Run 1, close-up of the layout:
Region (61, 29) to (101, 69) um. Cells in grey, sequential cells in the stronger grey; small squares are vias.
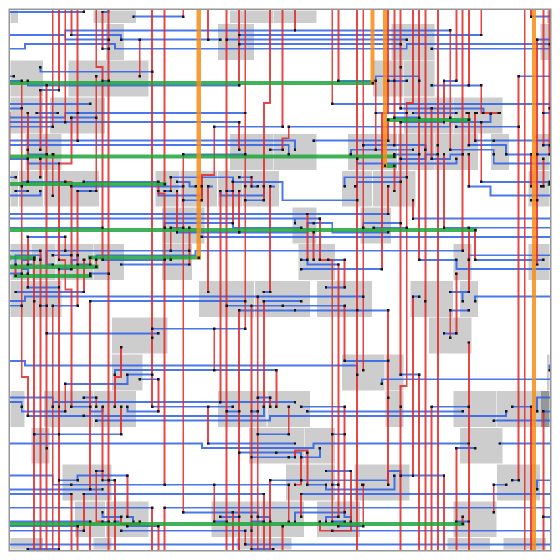
Run 1, signal wires on met3:
Scale bar: 50 um.
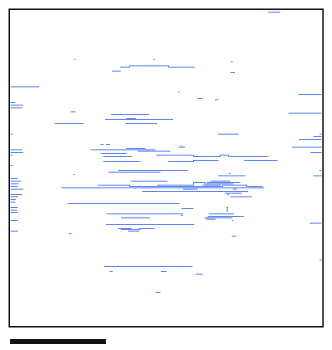
Run 1, cell outlines without signal wires:
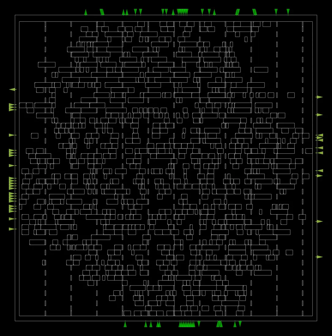
Run 1, wiring by layer:
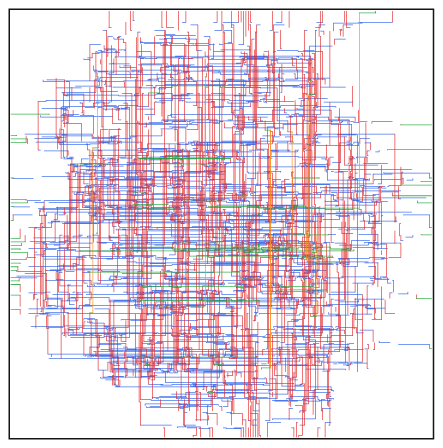
### src/rtl/shared_sqscmul_gf4_pipe_if.sv
// Handshake and share bus for the masked GF(4) square-scale-multiply unit.
// Share packing: lane L, share i, bit j at (L*SHARES+i)*4+j; randomness: lane L, nibble r at (L*RPL+r)*4.
interface shared_sqscmul_gf4_pipe_if #(
  parameter int SHARES = 4,
  parameter int LANES  = 1
);
  localparam int RPL = SHARES * (SHARES - 1) / 2;

  logic                        InValidxSI;
  logic                        InReadyxSO;
  logic                        ModexSI;
  logic [LANES*SHARES*4-1:0]   _XxDI;
  logic [LANES*SHARES*4-1:0]   _YxDI;
  logic [LANES*RPL*4-1:0]      _ZxDI;
  logic                        OutValidxSO;
  logic                        OutReadyxSI;
  logic [LANES*SHARES*4-1:0]   _QxDO;

  modport master (
    output InValidxSI, ModexSI, _XxDI, _YxDI, _ZxDI, OutReadyxSI,
    input  InReadyxSO, OutValidxSO, _QxDO
  );

  modport slave (
    input  InValidxSI, ModexSI, _XxDI, _YxDI, _ZxDI, OutReadyxSI,
    output InReadyxSO, OutValidxSO, _QxDO
  );
endinterface

### src/rtl/shared_sqscmul_gf4_pipe.sv
// DOM-indep masked square-scale-multiply, Q = X*Y ^ sqsc(X^Y) (or X*Y), with valid/ready and 1-2 stages.
// Optional macro SHARED_SQSCMUL_IDLE_HOLD_EN: data registers load only on real transactions.
module shared_sqscmul_gf4_pipe #(
  parameter  int SHARES     = 4,
  parameter  int LANES      = 1,
  parameter  int PIPE_DEPTH = 1,
  localparam int RPL        = SHARES * (SHARES - 1) / 2
) (
  input logic                    ClkxCI,
  input logic                    RstxBI,
  shared_sqscmul_gf4_pipe_if.slave io
);

  localparam int QW = LANES * SHARES * 4;

  // Normal-basis GF(2^2) product.
  function automatic logic [1:0] gf4Mul(input logic [1:0] a, input logic [1:0] b);
    logic m;
    m = (a[1] ^ a[0]) & (b[1] ^ b[0]);
    return {(a[1] & b[1]) ^ m, (a[0] & b[0]) ^ m};
  endfunction

  function automatic logic [1:0] gf4SclN(input logic [1:0] a);
    return {a[0], a[1] ^ a[0]};
  endfunction

  // Tower-field nibble product (gf2_mul, N=4).
  function automatic logic [3:0] gf2Mul(input logic [3:0] a, input logic [3:0] b);
    logic [1:0] ph, pl, p;
    ph = gf4Mul(a[3:2], b[3:2]);
    pl = gf4Mul(a[1:0], b[1:0]);
    p  = gf4SclN(gf4Mul(a[3:2] ^ a[1:0], b[3:2] ^ b[1:0]));
    return {ph ^ p, pl ^ p};
  endfunction

  // Linear square-and-scale map used in the inversion.
  function automatic logic [3:0] squareScaler(input logic [3:0] d);
    return {d[2] ^ d[0], d[3] ^ d[1], d[1] ^ d[0], d[0]};
  endfunction

  logic       stall, accept, ldFF;
  logic       vld_p1;
  logic [3:0] ffxDN    [LANES][SHARES][SHARES];
  logic [3:0] ffxDP_p1 [LANES][SHARES][SHARES];
  logic [QW-1:0] qSumxD;

  assign stall         = io.OutValidxSO & ~io.OutReadyxSI;
  assign io.InReadyxSO = ~stall;
  assign accept        = io.InValidxSI & ~stall;

`ifdef SHARED_SQSCMUL_IDLE_HOLD_EN
  assign ldFF = accept;
`else
  assign ldFF = ~stall;
`endif

  // Cross-domain terms; every off-diagonal pair (k,l)/(l,k) shares one fresh nibble.
  always_comb begin
    for (int ln = 0; ln < LANES; ln++) begin
      for (int k = 0; k < SHARES; k++) begin
        for (int l = 0; l < SHARES; l++) begin
          if (k == l)
            ffxDN[ln][k][l] = gf2Mul(io._XxDI[(ln*SHARES+k)*4 +: 4], io._YxDI[(ln*SHARES+l)*4 +: 4])
                            ^ (io.ModexSI ? squareScaler(io._XxDI[(ln*SHARES+k)*4 +: 4]
                                                         ^ io._YxDI[(ln*SHARES+k)*4 +: 4]) : 4'h0);
          else if (l > k)
            ffxDN[ln][k][l] = gf2Mul(io._XxDI[(ln*SHARES+k)*4 +: 4], io._YxDI[(ln*SHARES+l)*4 +: 4])
                            ^ io._ZxDI[(ln*RPL + k + l*(l-1)/2)*4 +: 4];
          else
            ffxDN[ln][k][l] = gf2Mul(io._XxDI[(ln*SHARES+k)*4 +: 4], io._YxDI[(ln*SHARES+l)*4 +: 4])
                            ^ io._ZxDI[(ln*RPL + l + k*(k-1)/2)*4 +: 4];
        end
      end
    end
  end

  // ---- stage 1: cross-domain register ----
  always_ff @(posedge ClkxCI or negedge RstxBI) begin
    if (!RstxBI) begin
      ffxDP_p1 <= '{default: '0};
      vld_p1   <= 1'b0;
    end else begin
      if (!stall) vld_p1 <= accept;
      if (ldFF)   ffxDP_p1 <= ffxDN;
    end
  end

  // Compression only ever sees registered cross-domain terms.
  always_comb begin
    qSumxD = '0;
    for (int ln = 0; ln < LANES; ln++)
      for (int k = 0; k < SHARES; k++)
        for (int l = 0; l < SHARES; l++)
          qSumxD[(ln*SHARES+k)*4 +: 4] = qSumxD[(ln*SHARES+k)*4 +: 4] ^ ffxDP_p1[ln][k][l];
  end

  generate
    if (PIPE_DEPTH == 2) begin : g_stage2
      logic          vld_p2;
      logic          ld2;
      logic [QW-1:0] qxDP_p2;

`ifdef SHARED_SQSCMUL_IDLE_HOLD_EN
      assign ld2 = vld_p1 & ~stall;
`else
      assign ld2 = ~stall;
`endif

      // ---- stage 2: compressed share register ----
      always_ff @(posedge ClkxCI or negedge RstxBI) begin
        if (!RstxBI) begin
          qxDP_p2 <= '0;
          vld_p2  <= 1'b0;
        end else begin
          if (!stall) vld_p2 <= vld_p1;
          if (ld2)    qxDP_p2 <= qSumxD;
        end
      end

      assign io.OutValidxSO = vld_p2;
      assign io._QxDO       = qxDP_p2;
    end else begin : g_stage1
      assign io.OutValidxSO = vld_p1;
      assign io._QxDO       = qSumxD;
    end
  endgenerate

endmodule

### src/flat_wrapper.sv
// flat-port wrapper written by rule: the top's interface ports become plain ports
module shared_sqscmul_gf4_pipe_flat 
#(
  parameter  int SHARES     = 4,
  parameter  int LANES      = 1,
  parameter  int PIPE_DEPTH = 1,
  localparam int RPL        = SHARES * (SHARES - 1) / 2
)
  (ClkxCI, RstxBI, io_InValidxSI, io_ModexSI, io__XxDI, io__YxDI, io__ZxDI, io_OutReadyxSI, io_InReadyxSO, io_OutValidxSO, io__QxDO);
  shared_sqscmul_gf4_pipe_if #(.SHARES(SHARES), .LANES(LANES)) io_i ();
  input logic ClkxCI;
  input logic RstxBI;
  input wire logic [$bits(io_i.InValidxSI)-1:0] io_InValidxSI;
  input wire logic [$bits(io_i.ModexSI)-1:0] io_ModexSI;
  input wire logic [$bits(io_i._XxDI)-1:0] io__XxDI;
  input wire logic [$bits(io_i._YxDI)-1:0] io__YxDI;
  input wire logic [$bits(io_i._ZxDI)-1:0] io__ZxDI;
  input wire logic [$bits(io_i.OutReadyxSI)-1:0] io_OutReadyxSI;
  output wire logic [$bits(io_i.InReadyxSO)-1:0] io_InReadyxSO;
  output wire logic [$bits(io_i.OutValidxSO)-1:0] io_OutValidxSO;
  output wire logic [$bits(io_i._QxDO)-1:0] io__QxDO;
  assign io_i.InValidxSI = io_InValidxSI;
  assign io_i.ModexSI = io_ModexSI;
  assign io_i._XxDI = io__XxDI;
  assign io_i._YxDI = io__YxDI;
  assign io_i._ZxDI = io__ZxDI;
  assign io_i.OutReadyxSI = io_OutReadyxSI;
  assign io_InReadyxSO = io_i.InReadyxSO;
  assign io_OutValidxSO = io_i.OutValidxSO;
  assign io__QxDO = io_i._QxDO;
  shared_sqscmul_gf4_pipe #(.SHARES(SHARES), .LANES(LANES), .PIPE_DEPTH(PIPE_DEPTH)) u_core (.ClkxCI(ClkxCI), .RstxBI(RstxBI), .io(io_i));
endmodule
### config.mk
export PLATFORM = sky130hd
export DESIGN_NAME = shared_sqscmul_gf4_pipe_flat
export DESIGN_NICKNAME = d
export VERILOG_FILES = /design/src/rtl/shared_sqscmul_gf4_pipe_if.sv /design/src/rtl/shared_sqscmul_gf4_pipe.sv /design/src/flat_wrapper.sv
export SDC_FILE = /design/constraint.sdc
export NUM_CORES = 1
export LEC_CHECK = 0
export CELL_PAD_IN_SITES_DETAIL_PLACEMENT = 0
export CELL_PAD_IN_SITES_GLOBAL_PLACEMENT = 1
export CORE_AREA = 2 2 160 162
export CTS_CLUSTER_DIAMETER = 40
export CTS_CLUSTER_SIZE = 10
export DETAILED_ROUTE_END_ITERATION = 12
export DIE_AREA = 0 0 162 164
export GPL_TIMING_DRIVEN = 0
export PLACE_DENSITY = 0.58
export SLEW_MARGIN = 40
export SYNTH_ARGS = -nofsm -noshare
export SYNTH_HDL_FRONTEND = slang
export SYNTH_SLANG_ARGS = --single-unit
### constraint.sdc
create_clock -name ClkxCI -period 4.15 [get_ports ClkxCI]
set_clock_uncertainty 0.05 [all_clocks]
set_input_delay 1.0375 -clock ClkxCI [delete_from_list [all_inputs] [get_ports ClkxCI]]
set_output_delay 1.0375 -clock ClkxCI [all_outputs]
set_load 0.03 [all_outputs]
==> flow_summary.toml, run 1 <==
# yosys + openroad results
[setup_path]
path_cells = "clkdlybuf4s50_1 > nor2b_1 > clkbuf_1 > clkinvlp_4 > buf_4 > clkdlybuf4s50_1"
path_common_cell = "clkdlybuf4s50_1"
r2r-end = "u_core.ffxDP_p1[35]"
cp-end-kind = "output pin"
start_kind = "input port"
crit_required_ns = 3.06
crit_family = "buffers and inverters"
arrival_ns = 2.98
crit_end = "io_InReadyxSO"
r2r_setup_slack_ns = 2.01
max_stage_delay_ns = 0.60
worstSetupPathDepth = 6
path_max_fanout = 9
reg2reg_from = "u_core.io.OutValidxSO"
crit_type = "input port to output pin"
crit_start = "io_OutReadyxSI"
slowest_stage = "clkdlybuf4s50_1"
critPathBufInv = 5
worstRegToRegCells = 8

[final_layout]
largest_class = "logic gates"
logic_area_mm2 = 0.00543
nClkBuffers = 10
stdcell_count = 1209
seq_area_mm2 = 0.00163
largest_reg_flops = 64
largest-register = "u_core.ffxDP_p1"
comb_share_pct = 60.8
antenna_cells = 0
syn2layout_area_growth_pct = 21.1
area_share_clock_buf_inv_pct = 3.59
buffers = 149
nFillCells = 2624
area_share_nonclk_buffers_pct = 12.6
logic_gates = 646
lay_top_cells = "xnor2_1 (100), clkdlybuf4s50_1 (76), xor2_1 (68)"
stdcell_area_mm2 = 0.00892
inv_count = 3
drive_above_1_share_pct = 12.6
final_common_cell = "xnor2_1"
nNetsFinal = 951

[power_and_ir_drop]
pwr-share-seq_pct = 22.7
power_frac_clock_pct = 19.1
pg_seq_mw = 1.00
clk-power_mw = 0.842
power_leader = "combinational cells"
p_switching_mw = 1.85
swShare_pct = 41.9
p_int_mw = 2.57
finalPower_mw = 4.42
pg_comb_mw = 2.57
power_leakage_nw = 3.68
irDropWorstVdd_uv = 305
p_per_area_mw_per_mm2 = 495

[final_timing]
clock.fmax_mhz = 246
report.final.slew_viol_count = 0
tns_ns = 0
slew_headroom_pct = 40.1
grt_setup_unrepaired = "no"
tightest_slew_ns = 0.898
setup_ws_ns = 0.0865
setup_viol = 0
hold_slack_ns = 0.450
final.min_clock_period_ns = 4.06
min_period_over_period_pct = 97.9
finalHoldViolCount = 0

[global_routing]
grt_usage_pct = 20.4
grt_pass1_vias = 5868
grt_start_max_net_pins = 36
grt_pass1_wl_um = 38800
grtUsageMet1_pct = 27.8
grt_busiest_layer = "met2"
use_met2_pct = 33.1
antenna_found_initial = 0

[synth]
syn_nets = 860
simple_gate_area_share_pct = 13.5
avgSynthCellArea_um2 = 9.41
ys_top_cells_by_count = "xnor2_1 (101), xor2_1 (68), dfrtp_1 (65), nor2_1 (65), o21ai_0 (55)"
ys_cells = 783
netlist_area_mm2 = 0.00737
ys_sh_mux_pct = 9.52
ys_seq_share_pct = 22.1
yosys-top-cells-area = "dfrtp_1 (22%), xnor2_1 (12%), xnor3_1 (10%)"
xor_share_pct = 33.6
synthArstFlopShare_pct = 100
synth.distinct_cells = 40
top_area_share_pct = 22.1
yosys_register_bits = 65
synthTopLogicFamily = "XOR/XNOR gates"
synth-edff-count = 0
synth.cellmix.compoundShare_pct = 14.2
ff_type = "dfrtp_1"
top_cell = "xnor2_1"
ys_warn_count = 0
yosysTopAreaCell = "dfrtp_1"
yosys-stat-area_mm2 = 0.00737
synthAdderAreaFrac_pct = 2.72
synth_cells = 783

[floorplan]
io_pins = 79
die_h_um = 164
chipArea_mm2 = 0.0266
die_w_um = 162
row_count = 58
fp_util_pct = 29.7

[flow_run]
maxCapViolCount = 0
warnings = 26

[placement]
dp.final_hpwl_um = 20900
place.gp.congestion = 0.876
placedCellCount = 1191
numPortBuffers = 77
placed_cell_area_mm2 = 0.00858
pre_cts_ws_ns = -0.646

[hold_path]
hold_class = "flip-flop to flip-flop"
hold_path_startpoint = "u_core.ffxDP_p1[50]"
hold_depth = 2
min_to = "u_core.ffxDP_p1[50]"

[detailed_routing]
highest_layer = "met4"
drt-initial-drc-count = 483
drt-met1-wl_um = 12300
via_per_inst = 4.93
drtPass1Iterations = 7
ant_nets = 0
met2WireLength_um = 12300
wl_met3_um = 1300
drc = 0

[clocking]
htree_levels = 3
cts_tree = "built"
clock_path_buffers = 2
cts_setup_buffers = 2
cts_made_buffers = 9
cts.sink_count = 65
cts-root-buf = "clkbuf_16"
cts_hold_buf = 0
cts_resized = 1
worstSkewPairLatency_ns = 0.34
path_clk_slew_ns = 0.06

[status]
outcome = "finished clean"
## Picture notes: 'close-up of the layout'
met1 -> blue
met4 -> orange
met2 -> red
met3 -> green
most frequent = xor2_1 (9), mux2_2 (9)
cells with their middle in the window = 70
sequential cells in the window = 0

## Picture notes: 'signal wires on met3'
nets with wire on the layer = 87
wire length on this layer = 1300 um
longest straight run = 105 um
share of all routed wire = 4.9%
met3 Resource Use GR: 3.64%
Routed WL: 26500 um

## Picture notes: 'cell outlines without signal wires'
seq_cells: 65
Well Taps: 330
core area: 0.0248 mm^2
flop share of the area: 18.2%
fin util: 35.9%

## Picture notes: 'wiring by layer'
met2 -> red  # wire length 12300 um
met3 -> green  # wire length 1300 um
met1 -> blue  # wire length 12300 um
met4 -> orange  # wire length 699 um
drt wl/cell: 21.9 um
vias: 5960

Run 1, clock network drawn from the DEF:
Scale bar: 50 um.
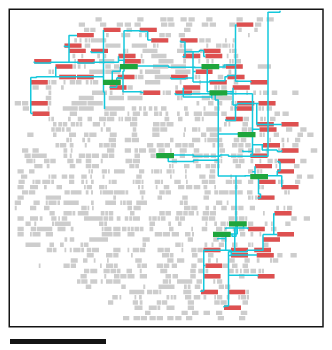

==> run 2: changes to the inputs <==
--- a/config.mk
+++ b/config.mk
@@ -13,7 +13,7 @@
 export DETAILED_ROUTE_END_ITERATION = 12
 export DIE_AREA = 0 0 162 164
 export GPL_TIMING_DRIVEN = 0
-export PLACE_DENSITY = 0.58
+export PLACE_DENSITY = 0.6
 export SLEW_MARGIN = 40
 export SYNTH_ARGS = -nofsm -noshare
 export SYNTH_HDL_FRONTEND = slang
==> constraint.sdc (replaced) <==
create_clock -name ClkxCI -period 3.4 [get_ports ClkxCI]
set_clock_uncertainty 0.05 [all_clocks]
set_input_delay 0.85 -clock ClkxCI [delete_from_list [all_inputs] [get_ports ClkxCI]]
set_output_delay 0.85 -clock ClkxCI [all_outputs]
set_load 0.03 [all_outputs]
Run 2, clock network drawn from the DEF:
Scale bar: 50 um.
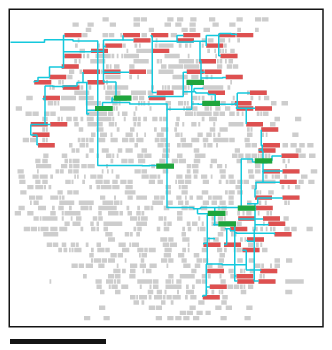
flip-flops -> red  # count 65
cells driving clock nets -> green  # count 9
clock wires -> cyan  # length 1190 um
routed clock nets = 10

==> run 2 against run 1 <==
  * Combinational power rose by 21%
  * Non-clock buffer count down 1
  * Hold slack got worse by 0.19 ns
  * Critical endpoint is now u_core.ffxDP_p1[17]
  * Highest routed layer unchanged
==> flow_summary.toml, run 2 <==
# yosys + openroad results
[global_routing]
met3_usage_pct = 3.69
grtUsageMet1_pct = 27.4
grt_busiest_layer = "met2"
antenna_found_initial = 0
use_met2_pct = 30.8
grt_pass1_wl_um = 38900
grt_pass1_vias = 6037

[clocking]
cts_made_buffers = 9
cts_setup_buffers = 1
cts_hold_buf = 0
path_clk_slew_ns = 0.06
cts_tree = "built"
cts-root-buf = "clkbuf_16"
cts_resized = 3
htree_levels = 3
clock_path_buffers = 2

[synth]
synth.cellmix.compoundShare_pct = 14.2
synth-edff-count = 0
ys_sh_mux_pct = 9.52
syn_nets = 860
netlist_area_mm2 = 0.00737
ff_type = "dfrtp_1"
ys_warn_count = 0
top_cell = "xnor2_1"
simple_gate_area_share_pct = 13.5
ys_top_cells_by_count = "xnor2_1 (101), xor2_1 (68), dfrtp_1 (65), nor2_1 (65), o21ai_0 (55)"
synthAdderAreaFrac_pct = 2.72
avgSynthCellArea_um2 = 9.41
synthTopLogicFamily = "XOR/XNOR gates"
ys_cells = 783
yosysTopAreaCell = "dfrtp_1"

[setup_path]
path_max_fanout = 10
cp-end-kind = "flip-flop"
worstRegToRegCells = 7
reg2reg_from = "u_core.io.OutValidxSO"
slowest_stage = "a222oi_1"
crit_required_ns = 3.55
crit_family = "AND-OR/OR-AND gates"
arrival_ns = 3.50
worstSetupPathDepth = 6
crit_type = "input port to flip-flop"
crit_start = "io__XxDI[9]"
max_stage_delay_ns = 0.86
critPathBufInv = 1

[final_timing]
slew_headroom_pct = 40.4
clock.fmax_mhz = 299
finalHoldViolCount = 0
report.final.slew_viol_count = 0
final.min_clock_period_ns = 3.34
min_period_over_period_pct = 98.3
setup_viol = 0
grt_setup_unrepaired = "no"
tightest_slew_ns = 0.893

[final_layout]
nClkBuffers = 10
sh_seq_area_pct = 18.2
final_common_cell = "xnor2_1"
final_util_pct = 36.0
logic_area_mm2 = 0.00543
buffers = 148
largest_class = "logic gates"
syn2layout_area_growth_pct = 21.3
largest-register = "u_core.ffxDP_p1"
nNetsFinal = 949
largest_reg_flops = 64
area_share_nonclk_buffers_pct = 12.5
flops = 65
comb_share_pct = 60.7
nFillCells = 2579
drive_above_1_share_pct = 12.7
stdcell_count = 1207

[detailed_routing]
ant_nets = 0
wl_met3_um = 1400
drc = 0
drt-met1-wl_um = 12100
via_per_inst = 5.04
wl_per_cell_um = 21.6
met2WireLength_um = 11400
wl_um = 26100
drtPass1Iterations = 6

[power_and_ir_drop]
power_leader = "combinational cells"
finalPower_mw = 5.46
p_per_area_mw_per_mm2 = 610
clk-power_mw = 1.10
power_frac_clock_pct = 20.2
irDropWorstVdd_uv = 385
pwr-share-seq_pct = 22.6

[placement]
numPortBuffers = 77
placedCellCount = 1192
placed_cell_area_mm2 = 0.00859
place.gp.congestion = 0.916

[flow_run]
warnings = 26

[floorplan]
tap-cell-count = 330
fp_util_pct = 29.7
chipArea_mm2 = 0.0266
core-area_mm2 = 0.0248
io_pins = 79
row_count = 58
die_w_um = 162

[hold_path]
hold_class = "input port to async pin"

[status]
outcome = "finished clean"
Run 2, wiring by layer:
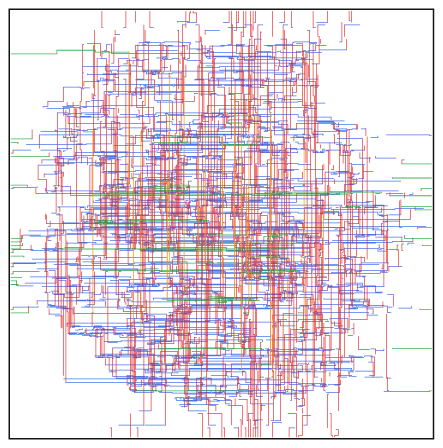
met1 -> blue  # wire length 12100 um
met4 -> orange  # wire length 1180 um
met2 -> red  # wire length 11400 um
met3 -> green  # wire length 1400 um
Tot GR Track Use: 20.1%
vias: 6083

Power figures rest on the tool's default switching activity, not on a simulated workload.
